### src/rtl/ibus_axi_bridge_pkg.sv
// Shared types for the instruction-bus responder and its AXI read master side.
package ibus_axi_bridge_pkg;

    typedef struct packed {
        logic        valid;
        logic [31:0] addr;
    } ibus_req_t;

    typedef struct packed {
        logic        addr_ok;
        logic        data_ok;
        logic [31:0] data;
    } ibus_resp_t;

    localparam logic [7:0] AXI_LEN_SINGLE = 8'd0;
    localparam logic [2:0] AXI_SIZE_4B    = 3'b010;
    localparam logic [1:0] AXI_BURST_INCR = 2'b01;
    localparam logic [1:0] AXI_RESP_OKAY  = 2'b00;

    typedef enum logic [1:0] {
        ST_IDLE,
        ST_AR,
        ST_R,
        ST_RESP
    } bridge_state_t;

endpackage

### src/rtl/ibus_addr_translate.sv
// Combinational kseg0/kseg1 fold to a physical word address.
// Shared between the instruction and data bus bridges.
module ibus_addr_translate (
    input  logic [31:0] vaddr_i,
    output logic [31:0] paddr_o
);

    always_comb begin
        paddr_o = vaddr_i;
        if (vaddr_i[31:30] == 2'b10) begin
            paddr_o[31:29] = 3'b000;
        end
        paddr_o[1:0] = 2'b00;
    end

endmodule

### src/rtl/ibus_axi_bridge.sv
// Instruction-bus responder: one fetch in flight, each becomes a single-beat AXI read.
// addr_ok is combinational in IDLE; data_ok follows three cycles later at best.
module ibus_axi_bridge
    import ibus_axi_bridge_pkg::*;
#(
    parameter int unsigned      ID_W   = 4,
    parameter logic [ID_W-1:0]  AXI_ID = '0
) (
    input  logic            clk,
    input  logic            reset,
    input  ibus_req_t       ireq,
    output ibus_resp_t      iresp,
    output logic [ID_W-1:0] arid,
    output logic [31:0]     araddr,
    output logic [7:0]      arlen,
    output logic [2:0]      arsize,
    output logic [1:0]      arburst,
    output logic            arvalid,
    input  logic            arready,
    input  logic [ID_W-1:0] rid,
    input  logic [31:0]     rdata,
    input  logic [1:0]      rresp,
    input  logic            rlast,
    input  logic            rvalid,
    output logic            rready,
    output logic            bus_err
);

    bridge_state_t state_q, state_d;
    logic [31:0]   araddr_q, araddr_d;
    logic [31:0]   data_q, data_d;
    logic          err_q, err_d;
    logic [31:0]   paddr;
    logic          unused_r_sideband;

    ibus_addr_translate u_addr_translate (
        .vaddr_i (ireq.addr),
        .paddr_o (paddr)
    );

    // Single-beat reads with a fixed ID: the response ID and last flag carry no information.
    assign unused_r_sideband = ^{rid, rlast};

    assign arid    = AXI_ID;
    assign araddr  = araddr_q;
    assign arlen   = AXI_LEN_SINGLE;
    assign arsize  = AXI_SIZE_4B;
    assign arburst = AXI_BURST_INCR;

    always_comb begin
        state_d       = state_q;
        araddr_d      = araddr_q;
        data_d        = data_q;
        err_d         = err_q;
        iresp.addr_ok = 1'b0;
        iresp.data_ok = 1'b0;
        iresp.data    = data_q;
        arvalid       = 1'b0;
        rready        = 1'b0;
        bus_err       = 1'b0;
        unique case (state_q)
            ST_IDLE: begin
                if (ireq.valid && !reset) begin
                    iresp.addr_ok = 1'b1;
                    araddr_d      = paddr;
                    state_d       = ST_AR;
                end
            end
            ST_AR: begin
                arvalid = 1'b1;
                if (arready) begin
                    state_d = ST_R;
                end
            end
            ST_R: begin
                rready = 1'b1;
                if (rvalid) begin
                    data_d  = rdata;
                    err_d   = (rresp != AXI_RESP_OKAY);
                    state_d = ST_RESP;
                end
            end
            ST_RESP: begin
                iresp.data_ok = 1'b1;
                bus_err       = err_q;
                state_d       = ST_IDLE;
            end
            default: state_d = ST_IDLE;
        endcase
    end

    always_ff @(posedge clk) begin
        if (reset) begin
            state_q  <= ST_IDLE;
            araddr_q <= '0;
            data_q   <= '0;
            err_q    <= 1'b0;
        end else begin
            state_q  <= state_d;
            araddr_q <= araddr_d;
            data_q   <= data_d;
            err_q    <= err_d;
        end
    end

endmodule

### config.mk
export PLATFORM = sky130hd
export DESIGN_NAME = ibus_axi_bridge
export DESIGN_NICKNAME = d
export VERILOG_FILES = /design/src/rtl/ibus_axi_bridge_pkg.sv /design/src/rtl/ibus_addr_translate.sv /design/src/rtl/ibus_axi_bridge.sv
export SDC_FILE = /design/constraint.sdc
export NUM_CORES = 1
export LEC_CHECK = 0
export ABC_AREA = 1
export CORE_UTILIZATION = 36
export CTS_CLUSTER_SIZE = 14
export DETAILED_ROUTE_END_ITERATION = 8
export PLACE_DENSITY = 0.84
export SYNTH_ARGS = -nofsm -noshare
export SYNTH_HDL_FRONTEND = slang
export SYNTH_SLANG_ARGS = --single-unit
### constraint.sdc
create_clock -name clk -period 1.5 [get_ports clk]
set_input_delay 0.375 -clock clk [delete_from_list [all_inputs] [get_ports clk]]
set_output_delay 0.375 -clock clk [all_outputs]
set_load 0.01 [all_outputs]
gates.png
Drawn at 3 px/µm.
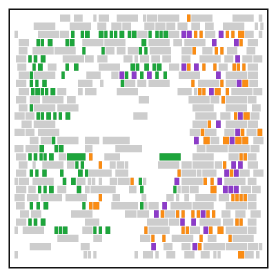
colour	family	cells
green	nand cells	100
purple	aoi and oai cells	36
orange	nor cells	72
Commonest Layout Cell: nand2_1
Non-Filler Instances: 569
logic share of the area: 26.6%

m3.png
Drawn at 6 px/µm.
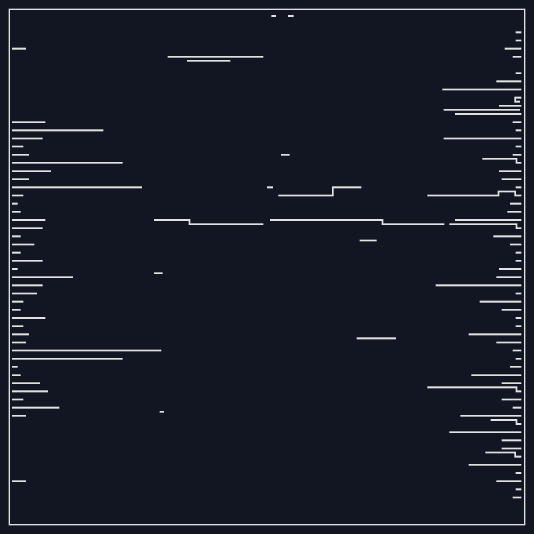
nets with wire on the layer	101
wire length on this layer	571 µm
main direction	horizontal
share of all routed wire	8.6%

==> flow_summary.json <==
{
  "yosysTopAreaCellShare_pct": 51.6,
  "crit_type": "flip-flop to output pin",
  "design_area_mm2": 0.00413,
  "area_growth_pct": 63.9,
  "antenna_found_initial": 0,
  "antennaDiodeCount": 0,
  "core_mm2": 0.00679,
  "ir_drop_uv": 596,
  "maxCapViolCount": 0,
  "worst_clock_skew_ns": 0.00325,
  "dp_hpwl_mm": 4.83,
  "overflow": 0,
  "p_leak_nw": 2.04,
  "ys_area_mm2": 0.00252,
  "ys_cells": 329,
  "lay_top_cells": "nand2_1 (67), clkdlybuf4s50_1 (66), dfxtp_1 (63), dlygate4sd2_1 (63), nor2_1 (59)",
  "synth_cell_types": 17,
  "regToRegEndpoint": "data_q[7]$_SDFFE_PP0P_",
  "rows": 30,
  "die_y_um": 85.7,
  "grt_pass1_vias": 2373,
  "fmax_ghz": 0.662,
  "layout_setup_ws_ns": -0.0102,
  "dp.cells": 554,
  "fp.dieW_um": 85.7,
  "finalCritPeriodShare_pct": 101,
  "vias_per_cell": 4.41,
  "drt-wirelength-per-cell_um": 11.6,
  "route.detailed.drc": 0,
  "fin_nets": 551,
  "yosys_register_bits": 65,
  "finalCriticalPeriod_ns": 1.51,
  "start_kind": "flip-flop",
  "vias": 2512,
  "worstPathArrival_ns": 1.14,
  "die-area_mm2": 0.00734,
  "power_density_mw_per_mm2": 1330,
  "failed_checks": "setup timing",
  "tns_ns": -0.0102,
  "nFillCells": 664,
  "crit_path_max_fanout": 4,
  "first_iter_violations": 86,
  "cts_root_buffer": "clkbuf_8",
  "layout-drive-gt1-share_pct": 12.3,
  "dr.pass1.iters": 4,
  "place_area_mm2": 0.00394,
  "cts.path.max_buffers": 2,
  "ys_seq_share_pct": 51.6,
  "cp.required_ns": 1.12,
  "track_usage_pct": 18.2,
  "holdCritPathClass": "flip-flop to flip-flop",
  "yosys_warnings": 0,
  "floorplanUtilization_pct": 37.1,
  "worstHoldPathCells": 2,
  "drtAntennaViolNets": 0,
  "syn_area_mm2": 0.00252,
  "status": "finished, violations left",
  "avgSynthCellArea_um2": 7.66,
  "endpoint_kind": "output pin",
  "grt_max_degree": 48,
  "io_pins": 162,
  "rsz0062_at_grt": "yes",
  "io_buffers": 135,
  "gp_congestion": 0.743,
  "holdWs_ns": 0.459,
  "htree_levels": 3,
  "worstReg2RegStart": "state_q[0]$_SDFFE_PP0P_",
  "warnings": 39,
  "rrSetupSlack_ns": 0.06,
  "hold_viol": 0,
  "slew_viol_final": 0,
  "hp-start": "araddr[21]$_SDFFE_PP0P_",
  "r2r_cells": 9,
  "path_clk_slew_ns": 0.06,
  "grt_pass1_wl_mm": 10.6,
  "finalSetupViolations": 1,
  "min_to": "araddr[21]$_SDFFE_PP0P_",
  "synth_top_cell_by_area": "dfxtp_1",
  "synth.area.top_cells": "dfxtp_1 (52%), nor2_1 (11%), nand2_1 (10%)",
  "routed_wl_mm": 6.62,
  "syn_inst": 329,
  "cts_tree": "built"
}
clock_nets.png
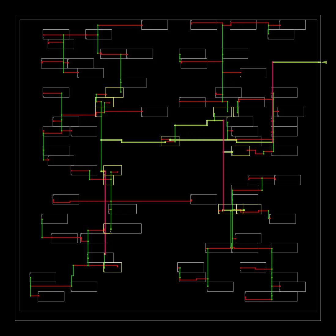
num sequential: 65
CTS buffer count: 9
clock sink total: 65
clk_lat worst skew: 0.32 ns
Clock Buffer Count: 10

clock_wires.png
Drawn at 6 px/µm.
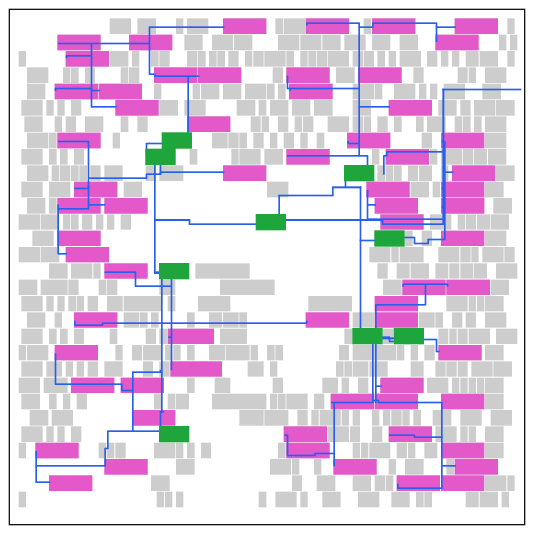
[blue] clock wires | length: 776 µm
[green] clock-net drivers | count: 9
[magenta] flip-flops | count: 65
flops lie	all over the die
routed clock nets	10

==> worst max-delay path by stage <==
stage / startpoint / slack, ns / to / depth (start not counted)
CTS: state_q[1]$_SDFFE_PP0P_ / -0.06 / iresp[33] / 5
global placement: reset / -0.46 / iresp[33] / 5
floorplan: state_q[0]$_SDFFE_PP0P_ / 0.17 / iresp[33] / 5
detailed placement: reset / -0.46 / iresp[33] / 5
finish: state_q[0]$_SDFFE_PP0P_ / -0.01 / rready / 4
global route: state_q[0]$_SDFFE_PP0P_ / -0.07 / rready / 4
==> synthesized netlist by cell type <==
master	instances
ha_1	5
buf_2	8
inv_1	9
nor3_1	1
buf_1	1
a21oi_1	3
clkbuf_1	7
buf_6	1
nand3_1	31
dfxtp_1	65
nor2_1	71
buf_4	20
inv_2	3
conb_1	2
nand2_1	68
o21ai_0	33
nand3_2	1
==> metrics by stage <==
stage               total power, W  worst slack [ns]  utilization [%]
CTS                        0.00543           -0.0630             59.9
global placement           0.00428            -0.460             58.0
global route               0.00588           -0.0666             60.8
finish                     0.00548           -0.0102             60.8
detailed placement         0.00435            -0.464             58.0
floorplan                  0.00325             0.171                -
==> where the power goes <==
group / switching, W / internal (W) / leakage [nW]
Sequential: 0.000184 / 0.00208 / 0.532
Combinational: 0.00104 / 0.00100 / 1.43
Clock: 0.000605 / 0.000572 / 0.0778
==> flip-flops by register name, summed over array words and instances, names as in the netlist <==
| name | cells |
|---|---|
| data_q | 32 |
| araddr | 30 |
| state_q | 2 |
| err_q | 1 |
==> final cells by class <==
type / instances / area, µm² / share of cell area [%]
repair buffers: 150 / 1410 / 34.0
flip-flops and latches: 65 / 1310 / 31.6
multi-input cells: 232 / 1100 / 26.6
clock buffers: 10 / 128 / 3.09
well taps: 96 / 120 / 2.91
inverters: 12 / 47.5 / 1.15
clock inverters: 4 / 22.5 / 0.545
==> cell families (layout without fill, tap and decap cells) <==
kind of cell    after synthesis  count (layout)  synth area share, %
compound gates               36              36                 7.15
fa+ha+maj                     5               5                 2.48
buf+inv                      49             176                 11.0
flops                        65              65                 51.6
other cells                   2              19                0.298
simple gates                172             172                 27.5
==> worst max-delay path, stage by stage (launching register included) <==
cell     delay [ns]
dfxtp_4        0.37
inv_4          0.04
buf_4          0.14
ha_4           0.15
buf_6          0.11
==> timing repair <==
| action | CTS | global route |
|---|---|---|
| hold endpoints to repair | 0 | 0 |
| endpoints found under the setup margin | 104 | 36 |
| gates resized | 99 | 21 |
| hold buffers | 0 | 0 |
| buffers inserted | 1 | 0 |
| pin swaps | 1 | 2 |
==> metal layers <==
layer  global-route usage [%]  vias to the layer above  share of wire [%]
li1                         -                     1273                  -
met1                     21.6                     1112                 43
met2                     30.8                      116                 46
met3                     5.77                       11                8.6
met4                     7.27                        0                1.8
met5                        0                        -                  0
No activity file was given, so power comes from the tool's default toggle rates.
